`src/rtl/if_fetch_queue_pkg.sv`:
```
// Shared defaults, entry layout and PC helper for the prefetching fetch stage.
package if_pkg;

    localparam int DEFAULT_XLEN    = 32;
    localparam int DEFAULT_PC_STEP = 4;

    typedef struct packed {
        logic [DEFAULT_XLEN-1:0] instr;
        logic [DEFAULT_XLEN-1:0] pc_plus4;
    } fq_entry_t;

    function automatic logic [DEFAULT_XLEN-1:0] next_pc(input logic [DEFAULT_XLEN-1:0] pc);
        return pc + DEFAULT_XLEN'(DEFAULT_PC_STEP);
    endfunction

endpackage

```
`src/rtl/if_fetch_queue_fetch_fifo.sv`:
```
// Circular prefetch buffer: DEPTH entries, synchronous flush, head shown as zero while empty.
module fetch_fifo
    import if_pkg::*;
#(
    parameter int  DEPTH   = 4,
    parameter type entry_t = fq_entry_t
) (
    input  logic                     clk,
    input  logic                     reset,
    input  logic                     flush,
    input  logic                     push,
    input  entry_t                   push_data,
    input  logic                     pop,
    output logic [$clog2(DEPTH):0]   count,
    output entry_t                   head
);

    localparam int PW = $clog2(DEPTH);
    localparam int CW = $clog2(DEPTH) + 1;

    entry_t          mem [DEPTH];
    logic [PW-1:0]   rd_ptr;
    logic [PW-1:0]   wr_ptr;
    logic            pop_ok;
    logic            push_ok;

    assign pop_ok  = pop && (count != '0);
    assign push_ok = push && ((count != CW'(DEPTH)) || pop_ok);

    // NOTE: state registers use non-blocking assignments so every flop samples pre-edge values.
    always_ff @(posedge clk) begin
        if (reset || flush) begin
            rd_ptr <= '0;
            wr_ptr <= '0;
            count  <= '0;
        end else begin
            if (push_ok) wr_ptr <= wr_ptr + PW'(1);
            if (pop_ok)  rd_ptr <= rd_ptr + PW'(1);
            case ({push_ok, pop_ok})
                2'b10:   count <= count + CW'(1);
                2'b01:   count <= count - CW'(1);
                default: count <= count;
            endcase
        end
    end

    // NOTE: the storage array is deliberately not reset; count gates every read of it.
    always_ff @(posedge clk) begin
        if (push_ok && !flush && !reset) mem[wr_ptr] <= push_data;
    end

    assign head = (count == '0) ? '0 : mem[rd_ptr];

endmodule

```
`src/rtl/if_fetch_queue.sv`:
```
// Prefetching fetch stage: PC generation, 1-cycle imem, prefetch queue to decode.
// Optional performance counters are enabled by defining IF_PERF_CNT_EN.
module if_fetch_queue #(
    parameter int               XLEN     = if_pkg::DEFAULT_XLEN,
    parameter int               QDEPTH   = 4,
    parameter logic [XLEN-1:0]  RESET_PC = '0,
    parameter int               PC_STEP  = if_pkg::DEFAULT_PC_STEP
) (
    input  logic             clk,
    input  logic             reset,
    input  logic             redirect_valid,
    input  logic [XLEN-1:0]  redirect_pc,
    output logic             imem_req,
    output logic [XLEN-1:0]  imem_addr,
    input  logic [XLEN-1:0]  imem_rdata,
    input  logic             id_ready,
    output logic             id_valid,
    output logic [XLEN-1:0]  id_instr,
    output logic [XLEN-1:0]  id_pc_plus4
`ifdef IF_PERF_CNT_EN
    ,
    output logic [31:0]      perf_fetch_cnt,
    output logic [31:0]      perf_stall_cnt,
    output logic [31:0]      perf_flush_cnt
`endif
);

    import if_pkg::*;

    localparam int CW = $clog2(QDEPTH) + 1;

    typedef struct packed {
        logic [XLEN-1:0] instr;
        logic [XLEN-1:0] pc_plus4;
    } entry_t;

    logic [XLEN-1:0] pc;
    logic [XLEN-1:0] pc_plus_step;
    logic [XLEN-1:0] issued_pc_plus4;
    logic            inflight;
    logic [CW-1:0]   count;
    logic [CW:0]     occupancy;
    logic            has_room;
    logic            push;
    logic            pop;
    entry_t          ret_entry;
    entry_t          head;

    // Room is judged on count plus the word in flight, so a return can never find the queue full.
    assign occupancy    = {1'b0, count} + (CW+1)'(inflight);
    assign has_room     = occupancy < (CW+1)'(QDEPTH);
    assign imem_req     = !reset && !redirect_valid && has_room;
    assign imem_addr    = pc;
    assign pc_plus_step = pc + XLEN'(PC_STEP);

    assign id_valid     = (count != '0) && !redirect_valid;
    assign pop          = id_valid && id_ready;
    assign push         = inflight && !redirect_valid;
    assign ret_entry    = '{instr: imem_rdata, pc_plus4: issued_pc_plus4};
    assign id_instr     = head.instr;
    assign id_pc_plus4  = head.pc_plus4;

    always_ff @(posedge clk) begin
        if (reset) begin
            pc              <= RESET_PC;
            inflight        <= 1'b0;
            issued_pc_plus4 <= '0;
        end else if (redirect_valid) begin
            pc       <= redirect_pc;
            inflight <= 1'b0;
        end else begin
            inflight <= imem_req;
            if (imem_req) begin
                pc              <= pc_plus_step;
                issued_pc_plus4 <= pc_plus_step;
            end
        end
    end

    fetch_fifo #(
        .DEPTH   (QDEPTH),
        .entry_t (entry_t)
    ) u_fifo (
        .clk       (clk),
        .reset     (reset),
        .flush     (redirect_valid),
        .push      (push),
        .push_data (ret_entry),
        .pop       (pop),
        .count     (count),
        .head      (head)
    );

`ifdef IF_PERF_CNT_EN
    always_ff @(posedge clk) begin
        if (reset) begin
            perf_fetch_cnt <= '0;
            perf_stall_cnt <= '0;
            perf_flush_cnt <= '0;
        end else begin
            if (imem_req && perf_fetch_cnt != '1)                 perf_fetch_cnt <= perf_fetch_cnt + 32'd1;
            if (id_valid && !id_ready && perf_stall_cnt != '1)    perf_stall_cnt <= perf_stall_cnt + 32'd1;
            if (redirect_valid && perf_flush_cnt != '1)           perf_flush_cnt <= perf_flush_cnt + 32'd1;
        end
    end
`endif

endmodule

```
`config.mk`:
```
export PLATFORM = sky130hd
export DESIGN_NAME = if_fetch_queue
export DESIGN_NICKNAME = d
export VERILOG_FILES = /design/src/rtl/if_fetch_queue_pkg.sv /design/src/rtl/if_fetch_queue_fetch_fifo.sv /design/src/rtl/if_fetch_queue.sv
export SDC_FILE = /design/constraint.sdc
export NUM_CORES = 1
export LEC_CHECK = 0
export CAP_MARGIN = 5
export CORE_MARGIN = 4
export CORE_UTILIZATION = 40
export DETAILED_ROUTE_END_ITERATION = 16
export PLACE_DENSITY = 0.66
export REMOVE_ABC_BUFFERS = 1
export SLEW_MARGIN = 40
export SYNTH_ARGS = -nofsm -noshare
export SYNTH_HDL_FRONTEND = slang
export SYNTH_SLANG_ARGS = --single-unit
```
`constraint.sdc`:
```
create_clock -name clk -period 3.1 [get_ports clk]
set_input_delay 0.62 -clock clk [delete_from_list [all_inputs] [get_ports clk]]
set_output_delay 0.62 -clock clk [all_outputs]
set_load 0.05 [all_outputs]
```
Fig. 1: run 1, cells coloured by class
Scale: 1.5 px per µm.
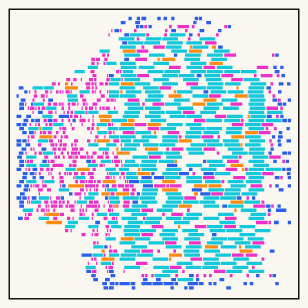
flip-flops: in cyan, cells 330, share of their area 56%. other buffers and delay cells: in blue, cells 189, share of their area 11%. all other logic: in magenta, cells 481, share of their area 25%. clock drivers and dummy loads: in orange, cells 65, share of their area 7.1%.

Fig. 2: run 1, ports around the boundary
Scale: 2 px per µm. Pins as bars across the die edge, other pins in grey.
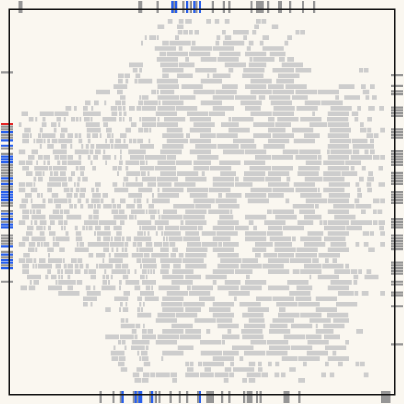
imem_req: in red, pins 1, direction output, edge left. imem_addr: in blue, pins 32, direction output, edge 21 left, 6 bottom, 5 top.

Fig. 3: run 1, local utilization
Scale: 2 px per µm. The die is cut into 19 by 19 equal tiles; black is low, pale yellow is high, 0 to 100% covered.
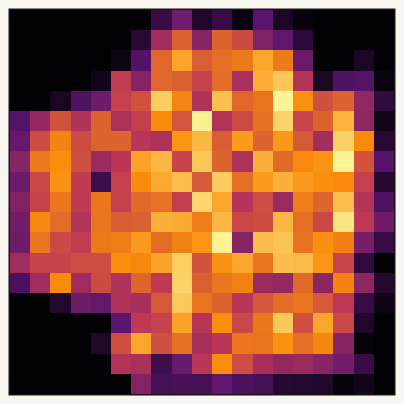
18% of the tiles are nearly empty. The mean over all tiles is 44%. The fullest tile reaches 98%. The densest ninth of the die: centre. The emptiest ninth of the die: upper left. 17% of the tiles are over 75% full.
Core Util, Final: 50.4%
fp util: 40.5%
core area: 0.0334 mm²

Fig. 4: run 1, routed metal, one colour a layer
Scale: 1.5 px per µm.
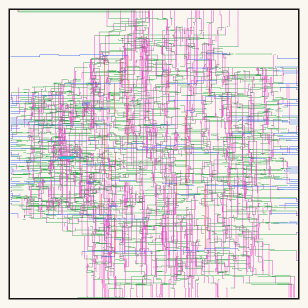
met1: in green, wire length 13,900 µm. met3: in blue, wire length 1,710 µm. met2: in magenta, wire length 13,800 µm. met4: in red, wire length 408 µm. met5: in cyan, wire length 8.30 µm.

==> flow_summary.yaml, run 1 <==
# yosys + openroad results
global_route:
  grt_pass1_vias: 7873
  met3_usage_pct: 3.05
  grt_pass1_wl_um: 46300
  grtUsageMet2_pct: 25.4
  antenna_found_initial: 1
  grt_max_degree: 65
  grtUsageMet1_pct: 23.8
  track_usage_pct: 16.2
timing:
  hold_slack_ns: 0.480
  period_minus_slack_ns: 2.90
  rsz0062_at_grt: "false"
  fmax_mhz: 345
  fin_crit_sh_pct: 93.6
  slew-limit-headroom_pct: 53.1
  fin_skew_ns: 0.0125
  finalHoldViolations: 0
  worst_slew_pin_slew_ns: 0.703
setup_path:
  crit_family: "buffers and inverters"
  crit_fanout: 24
  crit_path_end_kind: "output port"
  crit_slowest_cell: "mux4_2"
  start_kind: "flop"
  criticalPathCategory: "flop to output port"
  r2r_end: "imem_addr[31]$_SDFFE_PP0P_"
  critPathArrivalTime_ns: 2.28
  r2r_slack_ns: 0.77
  r2r_start: "imem_addr[4]$_SDFFE_PP0P_"
detailed_routing:
  detail-route-antenna-nets: 0
  met2WireLength_um: 13800
  dr_wl_met3_um: 1710
  first_pass_iters: 4
  routed_via_density: 5.06
  wl_um: 29800
power_and_ir_drop:
  maxPowerGroup: "registers"
  ir_drop_uv: 382
  powerComb_uw: 608
  power.clock.fraction_pct: 42.6
floorplan:
  die_area_mm2: 0.0369
  die-width_um: 192
layout:
  logic_area_mm2: 0.00400
  fill_cells: 2846
  syn_to_final_growth_pct: 24.6
  final_common_cell: "edfxtp_1"
  antenna_cells: 0
clock_tree:
  cts_setup_buffers: 0
  clock_path_buffers: 3
  root_buffer: "clkbuf_16"
  numCtsBuffers: 36
  htree_levels: 2
placement:
  dp_hpwl_um: 19700
  port_buffers: 165
  dp_slack_ns: 0.387
logic_synthesis:
  synth_top_cell_by_area: "edfxtp_1"
  synth_cell_types: 50
  edf_count: 256
  yosysChipArea_mm2: 0.0135
  async_reset_ff_share_pct: 0
  synthCells: 870
  synth_warnings: 0
outcome:
  status: "finished clean"
min_path:
  worstHoldEndpoint: "issued_pc_plus4[1]$_SDFFE_PP0P_"
  worstHoldPathCells: 2
  hp-start: "imem_addr[1]$_SDFFE_PP0P_"
==> run 1: final cells by class <==
| type | count | area share (%) |
|---|---|---|
| well taps | 448 | 3.32 |
| multi-input cells | 453 | 23.7 |
| inverters | 28 | 0.623 |
| flip-flops and latches | 330 | 54.4 |
| clock buffers | 39 | 5.47 |
| repair buffers | 189 | 11.1 |
| clock inverters | 26 | 1.40 |
==> run 1: metrics by stage <==
step,TNS [ns],std cells,instance area [µm²]
after global routing,0,1513,16900
final,0,1513,16900
after detailed placement,0,1448,15700
after floorplan,-181.37,811,13300
after CTS,0,1513,16900
after global placement,0,1448,15700
==> run 1: logic make-up (layout without fill, tap and decap cells) <==
group / Yosys count / count (layout) / share of synthesized area [%]
XOR/XNOR: 54 / 54 / 3.49
multiplexers: 73 / 73 / 11.3
AND-OR/OR-AND: 87 / 87 / 4.46
AND/OR/NAND/NOR: 233 / 233 / 9.52
buffers and inverters: 87 / 282 / 2.88
flip-flops: 330 / 330 / 67.7
adder cells (fa/ha/maj): 6 / 6 / 0.610
==> run 1: synth_stat cells (4+ instances only) <==
cell / instances
buf_2: 17
inv_1: 27
mux4_2: 64
a21oi_1: 26
a311oi_1: 5
mux2i_1: 9
dfxtp_1: 74
nor2_1: 57
nor2b_1: 68
and2_1: 5
nor3_1: 16
o21ai_0: 9
xor2_1: 25
or3_1: 7
clkbuf_1: 30
o21a_1: 17
edfxtp_1: 256
nand2_1: 26
nand3_1: 16
and4_1: 4
nor4_1: 10
xnor2_1: 29
nand4_1: 6
ha_1: 5
a211oi_1: 21
buf_4: 5
==> run 1: sequential cells by signal, indices dropped and copies added (netlist names), named ones only <==
register / count
u_fifo.mem: 256
imem_addr: 32
issued_pc_plus4: 32
u_fifo.count: 3
u_fifo.rd_ptr: 2
u_fifo.wr_ptr: 2
inflight: 1
Fig. 5: run 1, the clock network
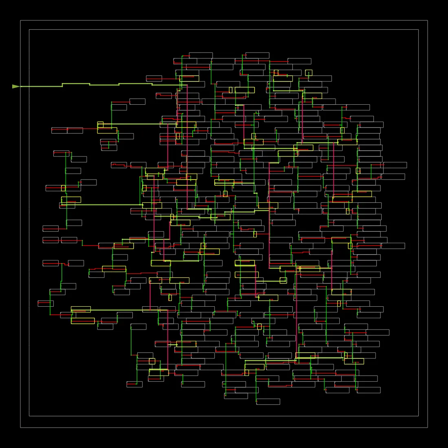

--- run 2 (diff from run 1) ---
--- a/config.mk
+++ b/config.mk
@@ -6,7 +6,6 @@
 export NUM_CORES = 1
 export LEC_CHECK = 0
 export CAP_MARGIN = 5
-export CORE_MARGIN = 4
 export CORE_UTILIZATION = 40
 export DETAILED_ROUTE_END_ITERATION = 16
 export PLACE_DENSITY = 0.66
@@ -14,4 +13,5 @@
 export SLEW_MARGIN = 40
 export SYNTH_ARGS = -nofsm -noshare
 export SYNTH_HDL_FRONTEND = slang
+export SYNTH_HIERARCHICAL = 1
 export SYNTH_SLANG_ARGS = --single-unit
Fig. 6: run 2, the clock network
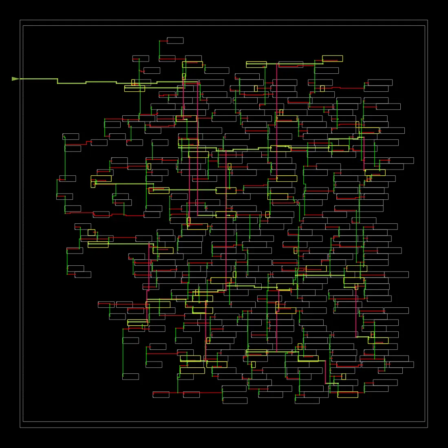
final clock skew: 0.0136 ns
clock buffer count: 45
Flop Count: 330
sinks on the clock net: 330
clock latency on the worst-skew pair: 0.50 ns

Fig. 7: run 2, routed metal, one colour a layer
Scale: 1.5 px per µm.
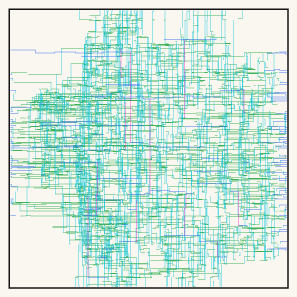
met3: in blue, wire length 1,410 µm. met2: in cyan, wire length 13,600 µm. met4: in magenta, wire length 419 µm. met1: in green, wire length 13,900 µm.
final wirelength: 29,300 µm
Tot GR Track Use: 17.4%
via count: 7,721
Wirelength per Cell: 19.8 µm

==> run 2 against run 1 <==
Effect of this change: clock power down 5%; first-iteration DRC count up 22%; utilization increased by 0.27 points; area after synthesis down 1.3%; critical path depth down 1; wire length fell by 1.7%; maximum frequency down 2.8%; clock skew up 0.0011 ns; register-to-register slack worse by 0.20 ns; global-route usage grew 1.2 points; final area down 1.7%; critical endpoint is now id_instr[10]; synthesized cell count down 2.4%; highest routed layer is now met4.
==> flow_summary.yaml, run 2 <==
# yosys + openroad results
outcome:
  status: "finished clean"
power_and_ir_drop:
  leakage_nw: 5.44
  ir_drop_uv: 348
clock_tree:
  path_clk_slew_ns: 0.07
  root_buffer: "clkbuf_16"
  htree_levels: 2
  numCtsBuffers: 34
  cts_setup_buffers: 0
  clock_path_buffers: 3
layout:
  final_common_cell: "edfxtp_1"
  syn_to_final_growth_pct: 24.1
  largest_reg_flops: 256
  antenna_cells: 0
  top_register: "u_fifo/mem"
  fin_nets: 1088
  fill_cells: 2770
flow_run:
  warnings: 28
  maxCapViolations: 0
logic_synthesis:
  synth_top_cell_by_area: "edfxtp_1"
  edf_count: 256
  common_cells: "edfxtp_1, dfxtp_1, mux4_2, nor2b_1, nor2_1"
  ff_type: "edfxtp_1"
  async_reset_ff_share_pct: 0
  synth_warnings: 6
  synthTopCellsByArea: "edfxtp_1, dfxtp_1, mux4_2, nor2b_1, a21oi_1"
  top_cell: "edfxtp_1"
  yosysChipArea_mm2: 0.0134
  synthCells: 849
  synth_cell_types: 59
  ys_seq_share_pct: 68.6
min_path:
  worstHoldEndpoint: "issued_pc_plus4[0]$_SDFFE_PP0P_"
  worstHoldPathCells: 2
  hold_path_class: "flop to flop"
  hp-start: "imem_addr[0]$_SDFFE_PP0P_"
detailed_routing:
  m1WireLength_um: 13900
  dr_wl_met3_um: 1410
  first_pass_iters: 5
  met2WireLength_um: 13600
  drc: 0
  routed_via_density: 5.21
  detail-route-antenna-nets: 0
  drtIter0Drc: 561
setup_path:
  start_kind: "flop"
  criticalPathCategory: "flop to output port"
  critPathArrivalTime_ns: 2.36
  crit_path_end_kind: "output port"
  r2r_end: "u_fifo/mem[2][49]$_DFFE_PP_"
  r2r_slack_ns: 0.57
  r2r_cells: 8
  r2r_start: "u_fifo/count[2]$_SDFFE_PP0P_"
  crit_fanout: 13
floorplan:
  core_mm2: 0.0327
  die-width_um: 185
  fp_util_pct: 40.9
  die_area_mm2: 0.0341
timing:
  fmax_mhz: 335
  finalHoldViolations: 0
  slew-limit-headroom_pct: 54.0
  rsz0062_at_grt: "false"
  worst_slew_pin_slew_ns: 0.688
  tns_ns: 0
  period_minus_slack_ns: 2.98
  fin_crit_sh_pct: 96.2
placement:
  dp_slack_ns: 0.417
  port_buffers: 165
  gp_congestion: 0.792
  dp_hpwl_um: 19100
global_route:
  met3_usage_pct: 2.79
  grt_overflow_total: 0
  grt_pass1_wl_um: 44600
  grt_pass1_vias: 7584
  antenna_found_initial: 0
  grtUsageMet2_pct: 27.5
  grtUsageMet1_pct: 25.3
  grt_max_degree: 64
-- run 2: netlist changes by cell type after synthesis, moves of 16 or more --
cell / change
a211oi_1: -16
inv_1: -16
nor2_1: -19
o21a_1: -16
o21ai_0: +26
xnor2_1: -20
-- run 2: cells by family (layout without fill, tap and decap cells) --
group | after synthesis | after routing | share of synthesized area [%]
AND/OR/NAND/NOR | 218 | 218 | 9.24
flip-flops | 330 | 330 | 68.6
multiplexers | 69 | 69 | 11.2
XOR/XNOR | 28 | 28 | 1.84
buffers and inverters | 73 | 264 | 2.87
AND-OR/OR-AND | 125 | 125 | 5.66
adder cells (fa/ha/maj) | 6 | 6 | 0.618
-- run 2: final cells by class --
cell class	instances	area, µm²	share of cell area [%]
Clock buffer	45	956	5.76
Clock inverter	17	129	0.777
Inverter	13	48.8	0.294
Multi-Input combinational cell	446	3820	23.0
Sequential cell	330	9180	55.3
Tap cell	442	553	3.33
Timing Repair Buffer	189	1900	11.5
-- run 2: power by group --
group          switching [mW]  total (mW)  internal, mW
sequential             0.0898        4.91          4.82
combinational           0.280       0.484         0.204
clock                    1.58        3.92          2.34
total                    1.95        9.32          7.36
-- run 2: metrics by stage --
step / cell area [µm²] / util [%] / hold WS, ns / total power, mW / std cells
2_1_floorplan: 13000 / - / 0.453 / 5.22 / 789
3_3_place_gp: 15500 / 47.4 / 0.464 / 5.48 / 1420
3_5_place_dp: 15500 / 47.4 / 0.472 / 5.49 / 1420
4_1_cts: 16600 / 50.7 / 0.480 / 9.40 / 1482
5_1_grt: 16600 / 50.7 / 0.488 / 9.60 / 1482
6_report: 16600 / 50.7 / 0.478 / 9.32 / 1482
-- run 2: critical path, cell delays in order (launching register included) --
cell and delay [ns]:
dfxtp_1 0.62, nor3_4 0.14, and2b_1 0.27, clkdlybuf4s50_1 0.82
Power is estimated from default activity; no workload was simulated.
